`src/rtl/counter_checker_sat_counter.sv`:
```
// sat_counter: up-counter with synchronous clear that sticks at all-ones
module sat_counter #(
    parameter int W = 8
) (
    input  logic         clk,
    input  logic         clr,
    input  logic         inc,
    output logic [W-1:0] q
);
    logic [W-1:0] r_q;
    always_ff @(posedge clk) begin
        if (clr)
            r_q <= '0;
        else if (inc && r_q != {W{1'b1}})
            r_q <= r_q + W'(1);
    end
    assign q = r_q;
endmodule

```
`config.mk`:
```
export PLATFORM = sky130hd
export DESIGN_NAME = sat_counter
export DESIGN_NICKNAME = d
export VERILOG_FILES = /design/src/rtl/counter_checker_sat_counter.sv
export SDC_FILE = /design/constraint.sdc
export NUM_CORES = 1
export LEC_CHECK = 0
export ABC_AREA = 1
export CAP_MARGIN = 0
export CORE_AREA = 4 4 46 48
export CTS_CLUSTER_DIAMETER = 200
export CTS_CLUSTER_SIZE = 24
export DETAILED_ROUTE_END_ITERATION = 8
export DIE_AREA = 0 0 50 52
export DONT_BUFFER_PORTS = 1
export SYNTH_ARGS = -nofsm -noshare
export SYNTH_HDL_FRONTEND = slang
export SYNTH_SLANG_ARGS = --single-unit
```
`constraint.sdc`:
```
create_clock -name clk -period 2.3 [get_ports clk]
set_clock_uncertainty 0.2 [all_clocks]
set_input_delay 0.46 -clock clk [delete_from_list [all_inputs] [get_ports clk]]
set_output_delay 0.46 -clock clk [all_outputs]
set_load 0.03 [all_outputs]
```
==> flow_summary.yaml <==
# flow metrics
finish:
  drive_gt1_share_pct: 17.3
  largest_reg_flops: 8
  sequential_cell_area_um2: 160
  num-nonclk-buffers: 3
  layout_top_cells_excl_fill_tap: "20 x sky130_fd_sc_hd__nand2_1, 15 x sky130_fd_sc_hd__nor2_1, 9 x sky130_fd_sc_hd__inv_1"
  antenna_cells_inserted: 0
  layoutNonFillerInstCount: 106
  layout.core_utilization_pct: 31.7
  comb.multi_input.count: 56
  seq_area_share_pct: 29.6
  final_area_um2: 542
  clockBufferCount: 3
logic_synthesis:
  post_synth_edffs: 0
  compound_area_share_pct: 7.24
  synthDistinctLibCells: 15
  top_cells_by_count_synth: "20 x sky130_fd_sc_hd__nand2_1, 15 x sky130_fd_sc_hd__nor2_1, 9 x sky130_fd_sc_hd__inv_1"
  synth_sequential_area_ratio_pct: 33.1
  synth.top_cell.area_share_pct: 33.1
  synthAdderAreaFrac_pct: 2.58
  largest_area_cell: "sky130_fd_sc_hd__dfxtp_1"
  yosys.area_share.simple_pct: 44.7
  synth.cell_area_um2: 484
  numSynthFlops: 8
  ff_type: "sky130_fd_sc_hd__dfxtp_1"
  top_cells_by_area: "sky130_fd_sc_hd__dfxtp_1 33%, sky130_fd_sc_hd__nand2_1 16%, sky130_fd_sc_hd__nor2_1 12%"
  synthXorXnorAreaFrac_pct: 0
  postSynthCellCount: 77
route:
  routedWlPerCell_um: 9.38
  top_layer_used: "met4"
  remaining_routing_drc_violations: 0
  detail_route.wirelength_um: 994
  drt_pass1_iterations: 4
  wl_met2_um: 425
  drt_iter0_markers: 10
power:
  vdd_ir_drop_max_mv: 0.287
  p_sw_share_pct: 24.1
  seqPwrFrac_pct: 51.5
  powerClk_w: 0.000107
  sequentialPower_w: 0.000145
  comb_power_share_pct: 10.4
  pg_comb_w: 0.0000292
cts:
  post_cts_resize_count: 0
  post_cts_buffers: 0
  numCtsBuffers: 3
  clkLatencyLatePin_ps: 250
  cts_tree: "done"
  ctsRootBufferMaster: "sky130_fd_sc_hd__clkbuf_4"
  max-clock-path-buffers: 2
  htree_levels: 1
  cts_hold_repair.buffers: 0
floorplanning:
  tapcell.inserted: 25
  total_die_area_um2: 2600
  die.size.x_um: 50
  design.core.area_um2: 1710
grt:
  grtUsageMet1_pct: 9.57
  grt_max_degree: 13
  groute.usage.overall_pct: 9.01
  grt_use_met3_pct: 6.02
status:
  run_status: "complete, no violations"
final_timing:
  setup_viol: 0
  worst_slack_ps: 730
  setup_repair_after_global_routing_missed_its_margin: "no"
  hold_viol: 0
  layout_min_cycle_time_ps: 1570
  achievable_clock_frequency_mhz: 637
worst_setup_path:
  r2r-end: "q[0]"
  r2r_setup_slack_ps: 730
  timing.critical_path.fanout_max: 11
  path_class: "reg -> reg"
  critical_path_stages: 7
  worstPathBufferInverterCount: 2
  start_kind: "flip-flop"
  critical_path.slowest_cell: "sky130_fd_sc_hd__dfxtp_1"
min_path:
  hold_path.class: "in -> reg"
  min_from: "inc"
placement:
  total_half_perimeter_wirelength_after_legalization_and_detailed_placement_um: 758
  post_dp_area_um2: 519
  finalWeightedCongestion: 0.766
flow_run:
  drv_cap: 0
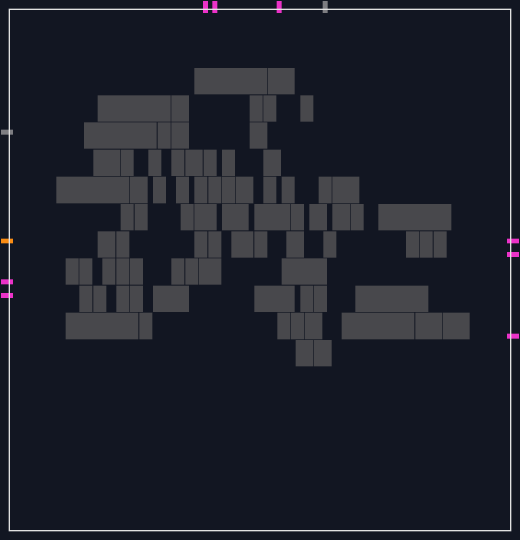
*Pin map*
(10 px per µm) Pins as bars across the die edge, other pins in gray.
- magenta: `q` (pins 8; direction output; edge 3 right, 3 top, 2 left)
- orange: `inc` (pins 1; direction input; edge left)
- all pins by edge: 4 left, 4 top, 3 right

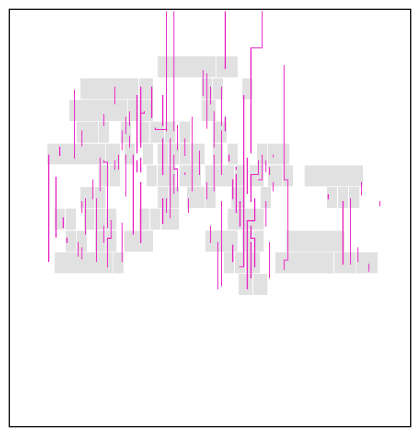
*Met2 routing*
(8 px per µm) Cells faint in the background.
- main direction: vertical
- share of all routed wire: 43%
- nets with wire on the layer: 61
- longest straight run: 21.4 µm

Power and IR drop assume default switching activity.
